## config.mk

```make
export PLATFORM = sky130hd
export DESIGN_NAME = eth_tx_scheduler
export DESIGN_NICKNAME = d
export VERILOG_FILES = /design/src/rtl/eth_tx_scheduler.sv
export SDC_FILE = /design/constraint.sdc
export NUM_CORES = 1
export LEC_CHECK = 0
export CELL_PAD_IN_SITES_DETAIL_PLACEMENT = 1
export CELL_PAD_IN_SITES_GLOBAL_PLACEMENT = 1
export CORE_UTILIZATION = 27
export DETAILED_ROUTE_END_ITERATION = 7
export DONT_BUFFER_PORTS = 1
export GPL_ROUTABILITY_DRIVEN = 0
export HOLD_SLACK_MARGIN = 0.06
export PLACE_DENSITY_LB_ADDON = 0.05
export SYNTH_ARGS = -nofsm -noshare
export SYNTH_HDL_FRONTEND = slang
export SYNTH_SLANG_ARGS = --single-unit
export TNS_END_PERCENT = 10
```

## constraint.sdc

```tcl
create_clock -name clk -period 3.7 [get_ports clk]
set_input_delay 0.555 -clock clk [delete_from_list [all_inputs] [get_ports clk]]
set_output_delay 0.555 -clock clk [all_outputs]
set_load 0.01 [all_outputs]
```

## src/rtl/eth_tx_scheduler.sv

```systemverilog
// Two-source round-robin transmit scheduler for an RGMII serializer: adds preamble/SFD,
// enforces the inter-frame gap and paces bytes with a speed-dependent strobe.
module eth_tx_scheduler #(
  parameter int IFG_BYTES      = 12,
  parameter int PREAMBLE_BYTES = 7
) (
  input  logic       clk,
  input  logic       rst_n,
  input  logic [1:0] speed,
  input  logic       req0,
  input  logic       req1,
  input  logic [7:0] data0,
  input  logic [7:0] data1,
  input  logic       last0,
  input  logic       last1,
  input  logic       err0,
  input  logic       err1,
  output logic       rd0,
  output logic       rd1,
  output logic       grant,
  output logic       busy,
  output logic [7:0] data,
  output logic       data_valid,
  output logic       data_enable,
  output logic       data_error
);
  localparam int CMAX = (IFG_BYTES > PREAMBLE_BYTES) ? IFG_BYTES : PREAMBLE_BYTES;
  localparam int CW   = $clog2(CMAX) + 1;

  typedef enum logic [2:0] {IDLE, PRE, SFD, DATA, IFG} state_t;

  state_t        state, state_n;
  logic [CW-1:0] cnt, cnt_n;
  logic [6:0]    per, tcnt, p_sel;
  logic          tick, spd_chg, pick;
  logic          lastg, lastg_n, grant_n, busy_n;
  logic [7:0]    data_n;
  logic          valid_n, err_n, de_n;
  logic [1:0]    rd_q, rd_n;
  logic [1:0]    sreq, slast, serr;
  logic [1:0][7:0] sdata;

  assign sreq  = {req1, req0};
  assign slast = {last1, last0};
  assign serr  = {err1, err0};
  assign sdata = {data1, data0};
  assign rd0   = rd_q[0];
  assign rd1   = rd_q[1];

  always_comb begin
    case (speed)
      2'b00:   p_sel = 7'd100;
      2'b01:   p_sel = 7'd10;
      default: p_sel = 7'd1;
    endcase
  end

  // A new period is only adopted between frames; the changeover cycle never ticks.
  assign spd_chg = (state == IDLE) && (p_sel != per);
  assign tick    = !spd_chg && (tcnt == per - 7'd1);
  assign pick    = (sreq[0] && sreq[1]) ? ~lastg : sreq[1];

  always_ff @(posedge clk or negedge rst_n) begin
    if (!rst_n) begin
      per  <= 7'd1;
      tcnt <= '0;
    end else if (spd_chg) begin
      per  <= p_sel;
      tcnt <= '0;
    end else if (tick) begin
      tcnt <= '0;
    end else begin
      tcnt <= tcnt + 7'd1;
    end
  end

  always_comb begin
    state_n = state;
    cnt_n   = cnt;
    lastg_n = lastg;
    grant_n = grant;
    data_n  = data;
    valid_n = data_valid;
    err_n   = data_error;
    de_n    = 1'b0;
    rd_n    = 2'b00;
    busy_n  = busy;
    if (state == IDLE) busy_n = 1'b0;
    if (tick) begin
      de_n    = 1'b1;
      data_n  = 8'h00;
      valid_n = 1'b0;
      err_n   = 1'b0;
      if (state != IDLE) busy_n = 1'b1;
      case (state)
        IDLE: if (|sreq) begin
          grant_n = pick;
          lastg_n = pick;
          cnt_n   = '0;
          state_n = PRE;
        end
        PRE: begin
          data_n  = 8'h55;
          valid_n = 1'b1;
          if (cnt == CW'(PREAMBLE_BYTES - 1)) begin
            cnt_n   = '0;
            state_n = SFD;
          end else begin
            cnt_n = cnt + CW'(1);
          end
        end
        SFD: begin
          data_n  = 8'hD5;
          valid_n = 1'b1;
          state_n = DATA;
        end
        DATA: begin
          valid_n = 1'b1;
          if (!sreq[grant]) begin
            // Source withdrew mid-frame: poison the frame and close it out.
            err_n   = 1'b1;
            cnt_n   = '0;
            state_n = IFG;
          end else begin
            data_n      = sdata[grant];
            err_n       = serr[grant];
            rd_n[grant] = 1'b1;
            if (slast[grant]) begin
              cnt_n   = '0;
              state_n = IFG;
            end
          end
        end
        IFG: begin
          if (cnt == CW'(IFG_BYTES - 1)) begin
            cnt_n   = '0;
            state_n = IDLE;
          end else begin
            cnt_n = cnt + CW'(1);
          end
        end
        default: state_n = IDLE;
      endcase
    end
  end

  always_ff @(posedge clk or negedge rst_n) begin
    if (!rst_n) begin
      state       <= IDLE;
      cnt         <= '0;
      lastg       <= 1'b1;
      grant       <= 1'b0;
      busy        <= 1'b0;
      data        <= 8'h00;
      data_valid  <= 1'b0;
      data_error  <= 1'b0;
      data_enable <= 1'b0;
      rd_q        <= 2'b00;
    end else begin
      state       <= state_n;
      cnt         <= cnt_n;
      lastg       <= lastg_n;
      grant       <= grant_n;
      busy        <= busy_n;
      data        <= data_n;
      data_valid  <= valid_n;
      data_error  <= err_n;
      data_enable <= de_n;
      rd_q        <= rd_n;
    end
  end
endmodule
```

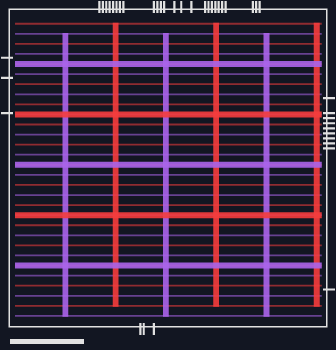
**Above:** run 1 (supply network).
Scale bar: 20 µm. Pins as bars on the die edge.
| net | colour |
|---|---|
| VDD | red |
| VSS | purple |
met4 straps: 6
met1 rails: 30
rows: 29

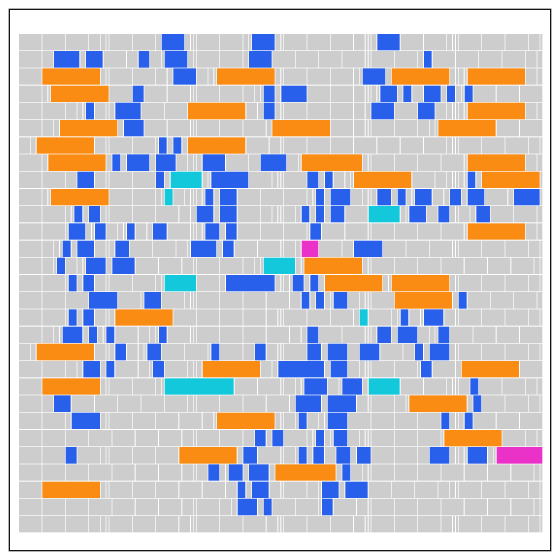
**Above:** run 1 (placement by cell class).
Fill, decap, tap and diode cells in grey.
| class | colour | cells | share of their area |
|---|---|---|---|
| all other logic | blue | 147 | 50% |
| other buffers and delay cells | magenta | 2 | 1.4% |
| flip-flops | orange | 34 | 43% |
| clock drivers and dummy loads | cyan | 8 | 5.4% |
Seq/total area: 0.412
finished layout cell area: 0.00207 mm²
num rows: 29
post-layout util: 0.317
Core Area: 0.00653 mm²

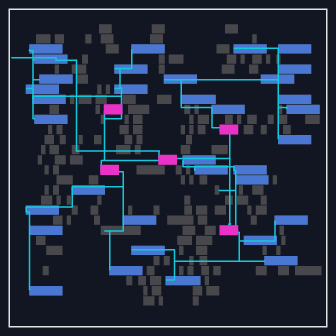
**Above:** run 1 (routed clock nets over the placement).
[flip-flops] blue | count: 34
[cells driving clock nets] magenta | count: 5
[clock wires] cyan | length: 525 µm
routed clock nets: 6
flops lie: spread over the die
Worst-Skew Late Latency: 0.28 ns
Clk pwr share: 0.465
clk_skew: 0.00426 ns

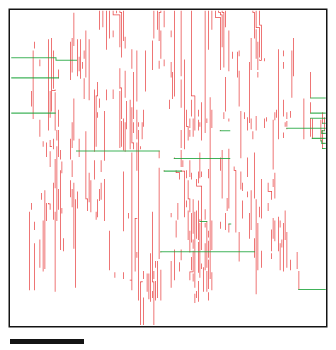
**Above:** run 1 (routed metal, one colour a layer).
Scale bar: 20 µm. Two of the layers only.
| layer | colour | wire length |
|---|---|---|
| met2 | red | 2310 µm |
| met3 | green | 153 µm |
total vias in the final route: 1416
global-route usage over all layers: 0.143
Routed WL per cell: 17.6 µm
Total Wirelength: 4.72 mm

==> reports/metrics.yaml, run 1 <==
outcome:
  status: "complete, no violations"
power:
  power_switching_uw: 144
  pwr-share-comb: 0.020
  power_density_mw_per_mm2: 348
  switching_share: 0.199
  finalPower_uw: 722
  share_seq_of_total_power: 0.515
  internal_power_uw: 578
  peakVddDrop_mv: 0.115
  p_leak_nw: 0.875
critical_path:
  cp-startpoint: "per[0]"
  cp-end-kind: "flip-flop"
  rr_startpoint: "per[0]"
  cp.required_ns: 3.87
  critPathMaxStageDelay_ns: 0.61
  crit_path_max_fanout: 22
  startpoint_type: "flip-flop"
  crit_chain: "inv_1, ha_1, a2111o_1, a211oi_4, nand3_1, buf_4, nor3_4, mux2_2"
  worstSetupPathType: "reg2reg"
  arrival_ns: 2.98
  path_buffers: 2
  crit_slowest_cell: "dfstp_2"
  cp_top_family: "AND-OR/OR-AND gates"
cells_and_area:
  nNetsFinal: 220
  comb_area_um2: 960
  layout_top_cell: "dfrtp_1"
  diodes: 0
  final_cell_mix: "dfrtp_1, nand2_1, o21ai_0, nor2_1, mux2i_1"
  seqCellArea_um2: 853
  instances_no_fill: 268
  area_delta_synth_final_pct: 10.6
  drive_above_1_share: 0.105
  fillers: 742
run:
  drv_cap: 0
  tool_warnings: 27
timing:
  rsz0062_at_grt: "false"
  worst_slew_pin_slew_ns: 0.833
  fin_hold_ws_ns: 0.0929
  slew_headroom: 0.440
  hold_violations: 0
  fmax_mhz: 355
  tns_ns: 0
  setup_viol: 0
  slew_violations: 0
  period_minus_slack_ns: 2.82
  layout_setup_ws_ns: 0.882
  finalClockPeriodUsage: 0.762
synth:
  synth_warnings: 0
  yosys-stat-area_mm2: 0.00187
  synth_cells: 188
  synth.distinct_cells: 41
  syn_avg_cell_area_um2: 9.97
  ys_ff: 34
  syn_area_mm2: 0.00187
  ys_cells: 188
  fp_nets: 218
  synth_seq_share: 0.455
global_routing:
  grt_max_degree: 33
  grt_overflow_total: 0
  grt_pass1_vias: 1582
  grt_pass1_wl_mm: 7.95
  antenna_found_initial: 0
cts:
  path_clk_slew_ns: 0.07
  cts_num_sinks: 34
  cts_made_buffers: 5
  cts_hold_buf: 1
  ctsHtreeMaxLevel: 2
  cts_tree: "yes"
  cts_post_setup_buffers_inserted: 0
  cts_root_buffer: "clkbuf_8"
  ctsResizeCount: 0
  cts_buffer_depth: 2
detailed_routing:
  drt_iter0_drc: 65
  drt_first_pass_iters: 4
  topRoutingLayerUsed: "met4"
  avgViaCountPerCell: 5.28
  ant_nets: 0
  met1_length_mm: 2.20
  wl_met2_mm: 2.31
  route.met3.wl_um: 152
  post-route-drc-count: 0
place:
  place_area_mm2: 0.00195
  detailedPlacementHpwl_mm: 3.46
  io_buffers: 0
  post-place-ws_ns: 0.877
  dp.cells: 259
floorplanning:
  die_w_um: 85.3
  die.size.y_um: 85.3
  fp_util: 0.287
  num_io_pins: 41
  chipArea_mm2: 0.00728
hold_path:
  hp-class: "in2async"
==> run 1: power groups by stage <==
stage	combinational [mW]	sequential, mW	clock (mW)
6_report	0.0143	0.372	0.336
5_1_grt	0.0166	0.371	0.366
4_1_cts	0.0153	0.371	0.350
3_5_place_dp	0.00522	0.379	0
3_3_place_gp	0.00489	0.379	0
2_1_floorplan	0.00428	0.379	0
==> run 1: cells in the mapped netlist, drive strengths merged <==
cell / number / share of area
xnor2: 5 / 0.023
nand3b: 2 / 0.0080
nor4bb: 2 / 0.011
a21oi: 2 / 0.0053
or3: 3 / 0.010
buf: 4 / 0.011
and3: 2 / 0.0067
a41oi: 1 / 0.0047
nand4: 1 / 0.011
nor2b: 4 / 0.013
o22ai: 2 / 0.0067
inv: 8 / 0.016
o31a: 1 / 0.0047
a211oi: 2 / 0.015
a21o: 3 / 0.012
a2111o: 1 / 0.0060
ha: 4 / 0.027
o41ai: 1 / 0.0047
o22a: 1 / 0.0047
a211o: 1 / 0.0047
a31oi: 1 / 0.0033
mux2: 6 / 0.036
nand2: 21 / 0.042
nor2: 14 / 0.028
nand3: 5 / 0.013
dfrtp: 32 / 0.43
nor3: 6 / 0.022
o211ai: 2 / 0.0080
or4: 2 / 0.0080
mux2i: 11 / 0.059
xor2: 5 / 0.023
nand2b: 3 / 0.010
nor4b: 1 / 0.0047
dfstp: 2 / 0.028
o31ai: 9 / 0.036
o21ai: 15 / 0.040
clkbuf: 3 / 0.0060
==> run 1: final timing paths <==
check / end / slack (ns) / cells past startpoint
worst max-delay path: state[0] / 0.88 / 8
worst min-delay path: tcnt[5] / 0.09 / 1
worst max register to register: state[0] / 0.88 / 8
worst min register to register: lastg / 0.49 / 2
max in group asynchronous: state[1] / 3.42 / 1
min in group clk: per[0] / 0.39 / 2
==> run 1: flip-flops by register name (all words and copies together), names as in the netlist, 2 cells and up <==
| name | count |
|---|---|
| cnt | 5 |
| state | 3 |
| rd_q | 2 |
| per | 3 |
| tcnt | 7 |
| data | 8 |
==> run 1: routing by layer <==
metal,up-vias,global-route usage
li1,674,-
met1,715,0.183
met2,22,0.239
met3,5,0.0331
met4,0,0.0455
met5,-,0
==> run 1: logic make-up (layout without fill, tap and decap cells) <==
logic type	after synthesis	after routing	synth area share
fa+ha+maj	4	4	0.0267
simple gates	66	66	0.188
xor+xnor	10	10	0.0467
compound gates	42	42	0.156
mux	17	17	0.0948
buf+inv	15	18	0.0327
flops	34	34	0.455
==> run 1: layout make-up <==
| type | instances | share of cell area |
|---|---|---|
| timing repair buffer | 2 | 0.0133 |
| sequential | 34 | 0.412 |
| tap | 77 | 0.0465 |
| inverter | 8 | 0.0145 |
| multi-input combinational | 139 | 0.463 |
| clock inverter | 1 | 0.0145 |
| clock buffer | 7 | 0.0368 |
==> run 1 -> run 2 <==
==> constraint.sdc (replaced) <==
create_clock -name clk -period 2.4 [get_ports clk]
set_input_delay 0.36 -clock clk [delete_from_list [all_inputs] [get_ports clk]]
set_output_delay 0.36 -clock clk [all_outputs]
set_load 0.01 [all_outputs]
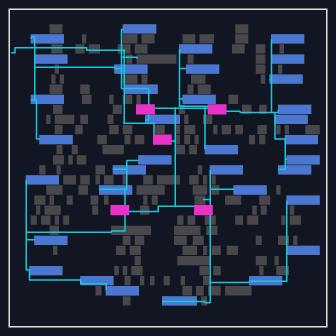
**Above:** run 2 (routed clock nets over the placement).
[cells driving clock nets] magenta | count: 5
[flip-flops] blue | count: 34
[clock wires] cyan | length: 550 µm
routed clock nets: 6
clk_skew: 0.00464 ns
Clock group: 643 µW
Clk pwr share: 0.519
Worst-Skew Late Latency: 0.29 ns

==> run 2 against run 1 <==
  * Critical path depth stayed put
  * Utilization is 3.0 points higher
  * Maximum frequency is 22% higher
  * Via count is 5.4% higher
  * Critical path type unchanged
==> reports/metrics.yaml, run 2 <==
synth:
  top_cell_area_share: 0.427
  yosys-top-cells-area: "dfrtp_1, mux2i_1, nand2_1"
  synth_cells: 188
  syn_avg_cell_area_um2: 9.97
  yosys-stat-area_mm2: 0.00187
  ys_ff: 34
  synth_seq_share: 0.455
  async_flop_share: 1.00
  largest_area_cell: "dfrtp_1"
  fp_nets: 218
  top_cells_by_count: "dfrtp_1, nand2_1, nor2_1, o21ai_0, mux2i_1"
  syn_area_mm2: 0.00187
  most_common_cell: "dfrtp_1"
  synth_warnings: 0
  ys_cells: 188
cts:
  cts_buffer_depth: 2
  ctsHtreeMaxLevel: 2
  cts_num_sinks: 34
  cts_tree: "yes"
  cts_root_buffer: "clkbuf_8"
  path_clk_slew_ns: 0.07
  cts_made_buffers: 5
floorplanning:
  fp_util: 0.287
  num_io_pins: 41
  die_w_um: 85.3
  core_area_mm2: 0.00653
  rows: 29
  chipArea_mm2: 0.00728
  die.size.y_um: 85.3
timing:
  rsz0062_at_grt: "true"
  layout_setup_ws_ns: 0.0983
  fmax_mhz: 434
  hold_violations: 0
  period_minus_slack_ns: 2.30
  setup_viol: 0
  fin_hold_ws_ns: 0.186
  finalClockPeriodUsage: 0.959
  slew_violations: 0
detailed_routing:
  routedWlPerCell_um: 17.3
  post-route-drc-count: 0
  drt_first_pass_iters: 4
  ant_nets: 0
  num_vias: 1493
  avgViaCountPerCell: 5.24
power:
  internal_power_uw: 998
  share_seq_of_total_power: 0.462
  pwr-share-comb: 0.019
  finalPower_mw: 1.24
  power_density_mw_per_mm2: 547
  power_switching_uw: 242
cells_and_area:
  comb_area_um2: 988
  nNetsFinal: 237
  area_delta_synth_final_pct: 21.0
  reg_top3: "data x8, tcnt x7, cnt x5"
  instances_no_fill: 285
  regMostFlops: "data"
  seqCellArea_um2: 853
  diodes: 0
  final_cell_area_mm2: 0.00227
  final_cell_mix: "dfrtp_1, nand2_1, buf_4, nor2_1, o21ai_0"
run:
  tool_warnings: 28
  drv_cap: 0
critical_path:
  rrSetupSlack_ns: 0.1
  critPathMaxStageDelay_ns: 0.54
  cp.required_ns: 2.57
  arrival_ns: 2.48
  r2r_end: "state[0]"
  crit_slowest_cell: "dfstp_2"
  crit_path_max_fanout: 4
  cp-startpoint: "per[0]"
  worstSetupPathType: "reg2reg"
  cp-end-kind: "flip-flop"
global_routing:
  antenna_found_initial: 0
  grt_pass1_wl_mm: 8.37
  grt_pass1_vias: 1619
place:
  io_buffers: 0
  place_area_mm2: 0.00206
  dp.cells: 273
  detailedPlacementHpwl_mm: 3.75
  post-place-ws_ns: 0.00179
outcome:
  status: "complete, no violations"
hold_path:
  holdPathEnd: "per[0]"
  hp-class: "in2reg"
run 2: cell types whose count changed in the layout (fill, tap and decap cells not counted), sizes merged:
cell | before | now
clkbuf | 7 | 5
bufinv | 1 | 2
clkinv | 0 | 1
buf | 2 | 18
dlygate4sd3 | 0 | 1
run 2: stage by stage:
stage,util,setup TNS [ns]
after detailed placement,0.316,0
final,0.347,0
after floorplan,-,0
after global placement,0.316,0
after CTS,0.344,0
after global routing,0.347,-0.0802
run 2: per-layer routing:
layer,part of all wire,global-route usage,up-vias,routed length (µm)
met5,0,0,-,0
met4,0.0093,0.0333,0,46
met3,0.036,0.0399,5,179
met2,0.49,0.249,27,2410
met1,0.46,0.192,744,2280
li1,-,-,717,-
run 2: worst max path at each step:
stage | endpoint | slack, ns | cells after the start
after global routing | state[2] | -0.03 | 9
after floorplan | state[0] | 0.002 | 8
after detailed placement | cnt[4] | 0.002 | 8
final | state[0] | 0.1 | 8
after CTS | cnt[4] | 0.005 | 8
after global placement | cnt[4] | 0.06 | 8
run 2: logic make-up after synthesis:
kind of cell | synth area share
xor+xnor | 0.0467
simple gates | 0.188
fa+ha+maj | 0.0267
flops | 0.455
buf+inv | 0.0327
mux | 0.0948
compound gates | 0.156
run 2: critical path: cells and delay by family, from the launching register on:
kind	cells	cell delay, ns
compound gates	2	0.65
fa+ha+maj	1	0.16
buf+inv	2	0.20
flops	1	0.54
mux	1	0.32
simple gates	2	0.33
run 2: what timing repair did:
| action | CTS | global route |
|---|---|---|
| gates resized | 1 | 5 |
| hold endpoints to repair | 34 | 0 |
| buffers inserted | 2 | 0 |
| pin swaps | 5 | 4 |
| setup endpoints to repair | 1 | 17 |
| hold buffers | 2 | 0 |
run 2: power groups by stage:
stage	registers, mW	clock network [mW]	logic, mW
2_1_floorplan	0.584	0	0.00659
3_3_place_gp	0.584	0	0.00758
3_5_place_dp	0.584	0	0.00797
4_1_cts	0.572	0.673	0.0260
5_1_grt	0.572	0.699	0.0281
6_report	0.573	0.643	0.0241
run 2: area by class of cell:
class | count | area share
multi-input cells | 139 | 0.436
flip-flops and latches | 34 | 0.376
repair buffers | 19 | 0.0712
well taps | 77 | 0.0425
clock buffers | 5 | 0.0304
clock inverters | 3 | 0.0304
inverters | 8 | 0.0132
==> run 2 -> run 3 <==
--- a/config.mk
+++ b/config.mk
@@ -7,6 +7,7 @@
 export LEC_CHECK = 0
 export CELL_PAD_IN_SITES_DETAIL_PLACEMENT = 1
 export CELL_PAD_IN_SITES_GLOBAL_PLACEMENT = 1
+export CORE_MARGIN = 10
 export CORE_UTILIZATION = 27
 export DETAILED_ROUTE_END_ITERATION = 7
 export DONT_BUFFER_PORTS = 1
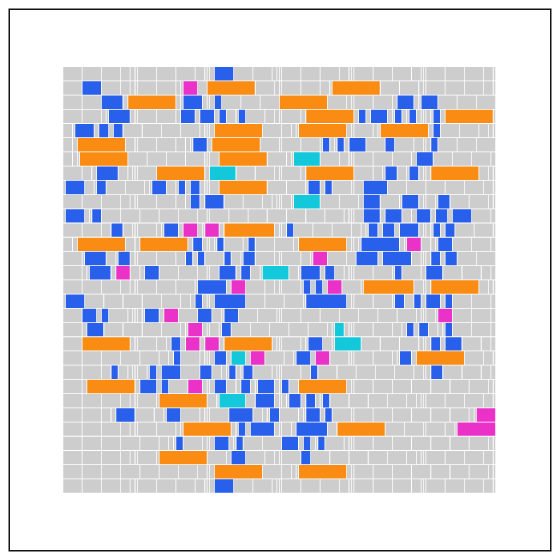
**Above:** run 3 (placement by cell class).
Fill, decap, tap and diode cells in grey.
| class | colour | cells | share of their area |
|---|---|---|---|
| all other logic | blue | 147 | 48% |
| clock drivers and dummy loads | cyan | 8 | 4.5% |
| other buffers and delay cells | magenta | 18 | 7.1% |
| flip-flops | orange | 34 | 40% |

==> run 3 against run 2 <==
  * Via count is 1.1% lower
  * Synthesized area did not move
  * Die size rose by 47%
  * Critical path type unchanged
==> reports/metrics.yaml, run 3 <==
critical_path:
  cp_top_family: "AND-OR/OR-AND gates"
  rr_worst_depth: 8
  crit_slowest_cell: "dfstp_2"
  cp-end-kind: "flip-flop"
  r2r_end: "cnt[4]"
  crit_chain: "inv_1, ha_2, a2111o_1, a211oi_4, buf_4, nand4_4, or4_1, o211ai_1"
  critPathMaxStageDelay_ns: 0.54
  rr_startpoint: "per[0]"
  arrival_ns: 2.60
  crit_path_max_fanout: 3
  startpoint_type: "flip-flop"
  rrSetupSlack_ns: 0.01
  path_buffers: 2
  worstSetupPathType: "reg2reg"
  cp-startpoint: "per[0]"
  cp.required_ns: 2.61
hold_path:
  holdPathEnd: "per[0]"
  hp-class: "in2reg"
  min_delay_path_depth: 2
  worstHoldStart: "speed[1]"
synth:
  synth_seq_share: 0.455
  top_cell_area_share: 0.427
  ys_sh_simple: 0.188
  syn_avg_cell_area_um2: 9.97
  ys_ff: 34
  synth_cells: 188
  logic_family: "simple AND/OR/NAND/NOR gates"
  synth.distinct_cells: 41
  top_cells_by_count: "dfrtp_1, nand2_1, nor2_1, o21ai_0, mux2i_1"
  syn_area_mm2: 0.00187
  synth_warnings: 0
  synthFlopType: "dfrtp_1"
  fp_nets: 218
  most_common_cell: "dfrtp_1"
  synth-xor-area-share: 0.0467
  async_flop_share: 1.00
  synth_adder_area_share: 0.0267
  edf_count: 0
  largest_area_cell: "dfrtp_1"
  synthAoiAreaFrac: 0.156
  yosys-stat-area_mm2: 0.00187
  mux_area_frac: 0.0948
  yosys-top-cells-area: "dfrtp_1, mux2i_1, nand2_1"
  ys_cells: 188
floorplanning:
  core_area_mm2: 0.00676
  fp_util: 0.277
  rows: 30
  num_io_pins: 41
  chipArea_mm2: 0.0107
  die.size.y_um: 103
  die_w_um: 103
timing:
  fmax_mhz: 419
  layout_setup_ws_ns: 0.0128
  worst_slew_pin_slew_ns: 0.541
  slew_violations: 0
  period_minus_slack_ns: 2.39
  finalClockPeriodUsage: 0.995
  fin_worst_skew_ns: 0.00937
  setup_viol: 0
  slew_headroom: 0.637
  fin_hold_ws_ns: 0.179
  rsz0062_at_grt: "true"
  hold_violations: 0
  tns_ns: 0
cts:
  path_clk_slew_ns: 0.08
  cts_made_buffers: 5
  clk_latency_ns: 0.29
  cts_root_buffer: "clkbuf_8"
  ctsHtreeMaxLevel: 2
  cts_buffer_depth: 2
  cts_tree: "yes"
  cts_post_setup_buffers_inserted: 0
  cts_num_sinks: 34
cells_and_area:
  area_delta_synth_final_pct: 18.2
  final_cell_area_mm2: 0.00222
  largest_reg_flops: 8
  diodes: 0
  regMostFlops: "data"
  final_cell_mix: "dfrtp_1, nand2_1, buf_4, nor2_1, o21ai_0"
  reg_top3: "data x8, tcnt x7, cnt x5"
  drive_above_1_share: 0.203
  nNetsFinal: 236
  layout_top_cell: "dfrtp_1"
detailed_routing:
  ant_nets: 0
  avgViaCountPerCell: 5.14
  finalWirelength_mm: 5.26
  post-route-drc-count: 0
  routedWlPerCell_um: 18.3
  num_vias: 1476
  drt_first_pass_iters: 4
  drt_iter0_drc: 27
place:
  place_area_mm2: 0.00207
  post-place-ws_ns: 0.0261
  detailedPlacementHpwl_mm: 4.09
  io_buffers: 0
global_routing:
  track_usage: 0.105
  antenna_found_initial: 0
  grt_pass1_vias: 1687
  grt_max_degree: 35
  grt_pass1_wl_mm: 8.63
  grt_overflow_total: 0
power:
  power_density_mw_per_mm2: 474
  peakVddDrop_mv: 0.218
  p_leak_nw: 0.948
outcome:
  status: "complete, no violations"
run:
  drv_cap: 0
  tool_warnings: 28
==> run 3: final cells by class <==
class,count,area (µm²)
clock buffers,6,82.6
clock inverters,2,12.5
fillers,782,4540
inverters,8,30.0
multi-input cells,139,987
flip-flops and latches,34,853
well taps,80,100
repair buffers,18,150
==> run 3: kinds of logic after synthesis <==
| kind of cell | count (synthesis) |
|---|---|
| simple gates | 66 |
| compound gates | 42 |
| mux | 17 |
| buf+inv | 15 |
| flops | 34 |
| fa+ha+maj | 4 |
| xor+xnor | 10 |
==> run 3: worst max-delay path by stage <==
| stage | end | slack [ns] | depth (start not counted) |
|---|---|---|---|
| 3_3_place_gp | cnt[4] | 0.13 | 8 |
| 3_5_place_dp | cnt[4] | 0.03 | 8 |
| 4_1_cts | cnt[4] | 0.02 | 8 |
| 5_1_grt | cnt[4] | -0.07 | 8 |
| 2_1_floorplan | state[0] | 0.002 | 8 |
| 6_report | cnt[4] | 0.01 | 8 |
==> run 3: per-stage QoR <==
step	power, mW	std cells	utilization
CTS	1.08	287	0.326
floorplan	0.591	188	-
global placement	0.591	277	0.307
finish	1.05	287	0.328
global route	1.10	287	0.328
detailed placement	0.592	277	0.307
==> run 3: what timing repair did <==
item	4_1_cts	5_1_grt
resized	0	5
hold endpoints to repair	34	0
hold buffers	2	0
endpoints found under the setup margin	0	18
==> run 3: report_power, final <==
| part | internal, mW | switching (mW) |
|---|---|---|
| Sequential | 0.573 | 0 |
| Combinational | 0.00885 | 0.0161 |
| Clock | 0.231 | 0.223 |
| Total | 0.812 | 0.239 |
==> run 3: metal layers <==
metal | GRT usage | up-vias | part of all wire
li1 | - | 703 | -
met1 | 0.120 | 735 | 0.44
met2 | 0.176 | 33 | 0.50
met3 | 0.0405 | 5 | 0.058
met4 | 0.0374 | 0 | 0.0084
met5 | 0 | - | 0
No activity file was given, so power comes from the tool's default toggle rates.
